[config.mk]
export PLATFORM = sky130hd
export DESIGN_NAME = counter_seq_ctrl
export DESIGN_NICKNAME = d
export VERILOG_FILES = /design/src/rtl/counter_ctrl_pkg.sv /design/src/rtl/btn_sync_edge.sv /design/src/rtl/counter_seq_ctrl.sv
export SDC_FILE = /design/constraint.sdc
export NUM_CORES = 1
export LEC_CHECK = 0
export ABC_AREA = 1
export ABC_CLOCK_PERIOD_IN_PS = 2100
export CAP_MARGIN = 20
export CORE_UTILIZATION = 50
export DETAILED_ROUTE_END_ITERATION = 6
export DONT_BUFFER_PORTS = 1
export SETUP_SLACK_MARGIN = 0.3
export SYNTH_ARGS = -nofsm -noshare
export SYNTH_HDL_FRONTEND = slang
export SYNTH_SLANG_ARGS = --single-unit
[constraint.sdc]
create_clock -name clk -period 2.1 [get_ports clk]
set_input_delay 0.21 -clock clk [delete_from_list [all_inputs] [get_ports clk]]
set_output_delay 0.21 -clock clk [all_outputs]
set_load 0.05 [all_outputs]
[src/rtl/counter_ctrl_pkg.sv]
// Shared definitions for the up/down counter sequencer: state encoding and default pacing.
package counter_ctrl_pkg;

    typedef enum logic [1:0] {
        ST_IDLE     = 2'b00,
        ST_RUN_UP   = 2'b01,
        ST_RUN_DOWN = 2'b10
    } state_e;

    localparam int unsigned DEFAULT_PRESCALE = 100000000;

endpackage

[src/rtl/btn_sync_edge.sv]
// Two-flop synchroniser plus rising-edge detect for one raw push-button.
module btn_sync_edge (
    input  logic clk,
    input  logic rst,
    input  logic btn_raw,
    output logic press_c
);

    logic       sync1_q, sync1_d;
    logic       sync2_q, sync2_d;
    logic       prev_q,  prev_d;
    logic [2:0] settle_q, settle_d;

    always_comb begin
        sync1_d  = btn_raw;
        sync2_d  = sync1_q;
        prev_d   = sync2_q;
        settle_d = {settle_q[1:0], 1'b1};
    end

    always_ff @(posedge clk) begin
        if (rst) begin
            sync1_q  <= 1'b0;
            sync2_q  <= 1'b0;
            prev_q   <= 1'b0;
            settle_q <= 3'b000;
        end else begin
            sync1_q  <= sync1_d;
            sync2_q  <= sync2_d;
            prev_q   <= prev_d;
            settle_q <= settle_d;
        end
    end

    // Blank edges until prev holds a post-reset sample, so a button held through reset is not a press.
    assign press_c = sync2_q & ~prev_q & settle_q[2];

endmodule

[src/rtl/counter_seq_ctrl.sv]
// Turns up/down/stop buttons into paced, mutually exclusive one-cycle strobes for the up/down counter.
module counter_seq_ctrl
    import counter_ctrl_pkg::*;
#(
    parameter int unsigned PRESCALE   = DEFAULT_PRESCALE,
    parameter int unsigned CNT_W      = 4,
    parameter bit          LIMIT_STOP = 1'b1
) (
    input  logic             clk,
    input  logic             rst,
    input  logic             btn_up,
    input  logic             btn_down,
    input  logic             btn_stop,
    input  logic [CNT_W-1:0] cnt_q,
    output logic             up,
    output logic             down,
    output logic [1:0]       state_o,
    output logic             busy
);

    localparam int unsigned      PS_W    = (PRESCALE > 1) ? $clog2(PRESCALE) : 1;
    localparam logic [PS_W-1:0]  PS_LAST = PS_W'(PRESCALE - 1);
    localparam logic [CNT_W-1:0] CNT_MAX = {CNT_W{1'b1}};

    logic press_up_c, press_down_c, press_stop_c;
    logic at_limit_c;

    state_e          state_q, state_d;
    logic [PS_W-1:0] pre_q,   pre_d;
    logic            tick_q,  tick_d;
    logic            up_q,    up_d;
    logic            down_q,  down_d;
    logic            busy_q,  busy_d;

    btn_sync_edge u_sync_up   (.clk(clk), .rst(rst), .btn_raw(btn_up),   .press_c(press_up_c));
    btn_sync_edge u_sync_down (.clk(clk), .rst(rst), .btn_raw(btn_down), .press_c(press_down_c));
    btn_sync_edge u_sync_stop (.clk(clk), .rst(rst), .btn_raw(btn_stop), .press_c(press_stop_c));

    assign at_limit_c = (state_q == ST_RUN_UP) ? (cnt_q == CNT_MAX) : (cnt_q == '0);

    // Next state, prescaler and strobes; the registered tick delays each strobe decision by one cycle.
    always_comb begin
        state_d = state_q;
        pre_d   = pre_q;
        tick_d  = 1'b0;
        up_d    = 1'b0;
        down_d  = 1'b0;

        case (state_q)
            ST_IDLE: begin
                pre_d = '0;
                if (!press_stop_c) begin
                    if (press_up_c) begin
                        state_d = ST_RUN_UP;
                    end else if (press_down_c) begin
                        state_d = ST_RUN_DOWN;
                    end
                end
            end
            ST_RUN_UP, ST_RUN_DOWN: begin
                if (press_stop_c) begin
                    state_d = ST_IDLE;
                    pre_d   = '0;
                end else if (state_q == ST_RUN_UP && press_down_c && !press_up_c) begin
                    state_d = ST_RUN_DOWN;
                    pre_d   = '0;
                end else if (state_q == ST_RUN_DOWN && press_up_c) begin
                    state_d = ST_RUN_UP;
                    pre_d   = '0;
                end else begin
                    pre_d  = (pre_q == PS_LAST) ? '0 : pre_q + PS_W'(1);
                    tick_d = (pre_q == PS_LAST);
                    if (tick_q) begin
                        if (LIMIT_STOP && at_limit_c) begin
                            state_d = ST_IDLE;
                            pre_d   = '0;
                            tick_d  = 1'b0;
                        end else begin
                            up_d   = (state_q == ST_RUN_UP);
                            down_d = (state_q == ST_RUN_DOWN);
                        end
                    end
                end
            end
            default: begin
                state_d = ST_IDLE;
                pre_d   = '0;
            end
        endcase

        busy_d = (state_d != ST_IDLE);
    end

    always_ff @(posedge clk) begin
        if (rst) begin
            state_q <= ST_IDLE;
            pre_q   <= '0;
            tick_q  <= 1'b0;
            up_q    <= 1'b0;
            down_q  <= 1'b0;
            busy_q  <= 1'b0;
        end else begin
            state_q <= state_d;
            pre_q   <= pre_d;
            tick_q  <= tick_d;
            up_q    <= up_d;
            down_q  <= down_d;
            busy_q  <= busy_d;
        end
    end

    assign up      = up_q;
    assign down    = down_q;
    assign state_o = state_q;
    assign busy    = busy_q;

endmodule

==> results_dict.tcl <==
# collected from the flow reports
set metrics [dict create \
    status "finished, final reports clean" \
    slowest_delay_ns 0.39 \
    routabilityCongestion 0.808 \
    fin_worst_hold_slack_ns 0.0624 \
    fmax_ghz 0.598 \
    clock_area_share_pct 4.63 \
    drive_gt1_share_pct 14.9 \
    skew_ns 0.0142 \
    syn_area_per_cell_um2 7.29 \
    fin_cells 380 \
    utilization_pct 57.4 \
    antenna_found_initial 0 \
    clock_buffers 5 \
    syn_to_final_growth_pct 9.90 \
    comb_area_share_pct 47.1 \
    buffer_area_share_pct 3.08 \
    fin_crit_ns 1.67 \
    fin_total_pwr_uw 1600 \
    rsz0062_at_grt "true" \
    topCellsByArea "dfxtp_1, nand2_1, nor2_1, inv_1, nor2_2" \
    placed_area_um2 2330 \
    critPathBufInv 1 \
    critical_path.slowest_cell "dfxtp_1" \
    drv_slew 0 \
    viasPerCell 4.71 \
    hp-class "in2reg" \
    cts_inserted_buffers 5 \
    slew_headroom_pct 67.8 \
    cp.required_ns 2.29 \
    synth_warnings 0 \
    nNonClkInverters 45 \
    synth_nets 328 \
    crit_path_end "pre_q[18]" \
    yosysChipArea_um2 2290 \
    yosys.area.top_type "dfxtp_1" \
    powerDensity_nw_per_um2 636 \
    wl_per_cell_um 11.2 \
    nNonClkBuffers 9 \
    fp-utilization_pct 52.2 \
    p_leak_uw 0.000942 \
    grt_pass1_wl_um 7690 \
    register_area_um2 903 \
    cap_violations 0 \
    num_rows 24 \
    cts_root_buf "clkbuf_8" \
    io_pins 14 \
    dp_cells 365 \
    ff2ff_path_depth 8 \
    first_pass_iters 4 \
    finalHoldViolations 0 \
    top_cell_area_share_pct 39.4 \
    finalSetupViolations 0 \
    die_h_um 69.7 \
    cts.htree.levels 2 \
    drc 0 \
    grt_pass1_vias 1714 \
    timing.final.ws_setup_ns 0.428 \
    chipArea_um2 4850 \
    core_area_um2 4380 \
    crit_start "pre_q[0]" \
    syn_area_um2 2290 \
    ys_seq_share_pct 39.4 \
    dominant-cell-class "logic gates" \
    pre_cts_ws_ns 0.295 \
    nMultiInputCombCells 221 \
    crit_type "reg2reg" \
    grt_max_degree 22 \
    ant_nets 0 \
    tightest_slew_ns 0.482 \
    globalRouteTotalUtil_pct 20.0 \
    clkSinkCount 45 \
    reg2reg_slack_ns 0.43 \
    design.seq.count 45 \
    ys_ff 45 \
    r2r_start "pre_q[0]" \
    peakVddDrop_mv 0.460 \
    crit_path_end_kind "flop" \
    cp_common_cell "nor2_4" \
]
## layout by cell type, fill, tap and decap left out
cell / instances
a21oi_1: 1
a31oi_1: 1
and2_1: 1
buf_4: 5
bufinv_16: 1
clkbuf_8: 5
clkinv_1: 1
dfxtp_1: 43
dfxtp_2: 2
dlygate4sd3_1: 4
ha_1: 5
inv_1: 44
inv_6: 2
nand2_1: 70
nand2_2: 2
nand2_8: 1
nand3_1: 19
nand3_2: 2
nand3_4: 1
nand3b_1: 2
nand3b_4: 1
nand4_1: 5
nor2_1: 55
nor2_2: 21
nor2_4: 4
nor3_1: 10
nor3_2: 1
nor3_4: 1
o21ai_0: 2
xnor2_1: 5
xor2_1: 11
## routing by layer
metal	global-route usage, %	share of wire, %	wire length, µm	vias up
li1	-	-	-	987
met1	28.5	54	2270	769
met2	29.8	42	1770	26
met3	4.51	3.2	134	7
met4	6.89	1.5	62	0
met5	0	0	0	-
## worst min-delay path by stage
stage / start / end / slack (ns) / cells past startpoint
floorplan: rst / u_sync_down.sync1_q / 0.28 / 1
global placement: rst / u_sync_stop.settle_q[0] / 0.27 / 1
detailed placement: rst / u_sync_stop.settle_q[0] / 0.27 / 1
CTS: rst / state_o[0] / 0.05 / 3
global route: rst / state_o[0] / 0.11 / 3
finish: rst / state_o[0] / 0.06 / 3
## Yosys cell counts
| master | instances |
|---|---|
| nor2_2 | 21 |
| and2_1 | 1 |
| nor3_4 | 1 |
| nand3_2 | 2 |
| nor3_1 | 10 |
| a31oi_1 | 1 |
| nand4_1 | 5 |
| nand3b_4 | 1 |
| xnor2_1 | 5 |
| nor2_4 | 4 |
| buf_12 | 2 |
| nor3_2 | 1 |
| nand2_4 | 1 |
| ha_1 | 5 |
| nand3b_1 | 2 |
| xor2_1 | 11 |
| nand2_1 | 70 |
| inv_1 | 44 |
| a21oi_1 | 1 |
| nand3_4 | 1 |
| o21ai_0 | 2 |
| nand2_2 | 2 |
| clkinv_1 | 1 |
| clkbuf_1 | 1 |
| nor2_1 | 55 |
| dfxtp_1 | 45 |
| nand3_1 | 19 |
## timing repair
item / CTS / global route
gates cloned: 0 / 0
setup endpoints to repair: 2 / 20
endpoints found under the hold margin: 12 / 0
pin swaps: 0 / 2
hold buffers: 4 / 0
gates resized: 1 / 0
setup buffers: 0 / 3
## cell families after synthesis
group | Yosys count | share of synthesized area [%]
simple gates | 196 | 41.6
compound gates | 4 | 0.929
fa+ha+maj | 5 | 2.73
flops | 45 | 39.4
xor+xnor | 16 | 6.12
buf+inv | 48 | 9.29
## sequential cells by signal, summed over array words and instances (netlist names)
signal                count
u_sync_up.sync1_q         1
u_sync_down.prev_q        1
u_sync_up.prev_d          1
up                        1
u_sync_up.prev_q          1
busy                      1
u_sync_stop.settle_q      3
u_sync_down.prev_d        1
pre_q                    27
u_sync_stop.prev_q        1
u_sync_stop.sync1_q       1
state_o                   2
u_sync_stop.prev_d        1
u_sync_down.sync1_q       1
tick_q                    1
down                      1
## power by group
group / total, µW / internal (µW) / switching, µW
registers: 870 / 864 / 6.82
clock network: 689 / 363 / 326
logic: 38.8 / 15.9 / 22.8
total: 1600 / 1240 / 356
placed.png
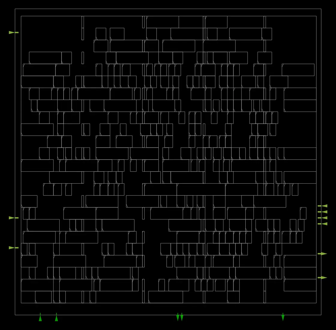
Well Taps: 52
Layout fillers: 443

sizing.png
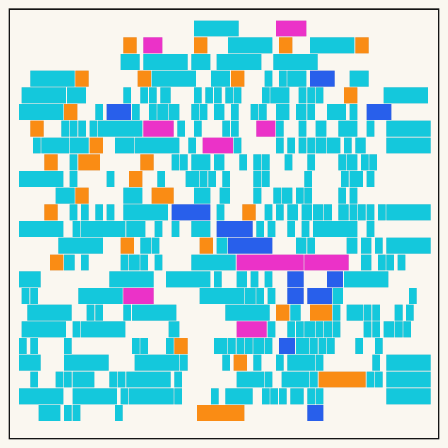
blue -> x3 and x4  # cells 12, share 3.7%, most used buf_4
magenta -> x6 and larger  # cells 9, share 2.7%, most used clkbuf_8
cyan -> x1 and smaller  # cells 279, share 85%, most used nand2_1
orange -> x2  # cells 28, share 8.5%, most used nor2_2

util_map.png
The die is cut into 7 by 7 equal tiles; white is low, dark blue is high, 0 to 100% covered.
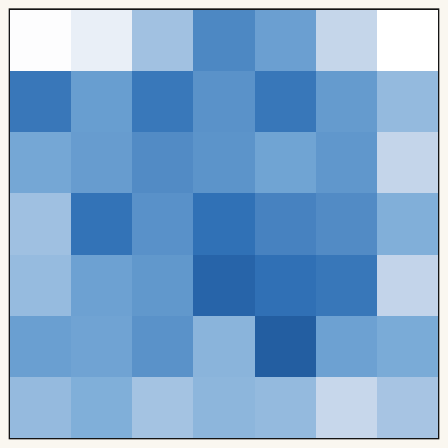
densest ninth of the die = centre
nearly empty tiles = 4.1%
fullest tile = 82%
tiles over 75% full = 4.1%
mean over tiles = 51%

Power is estimated from default activity; no workload was simulated.
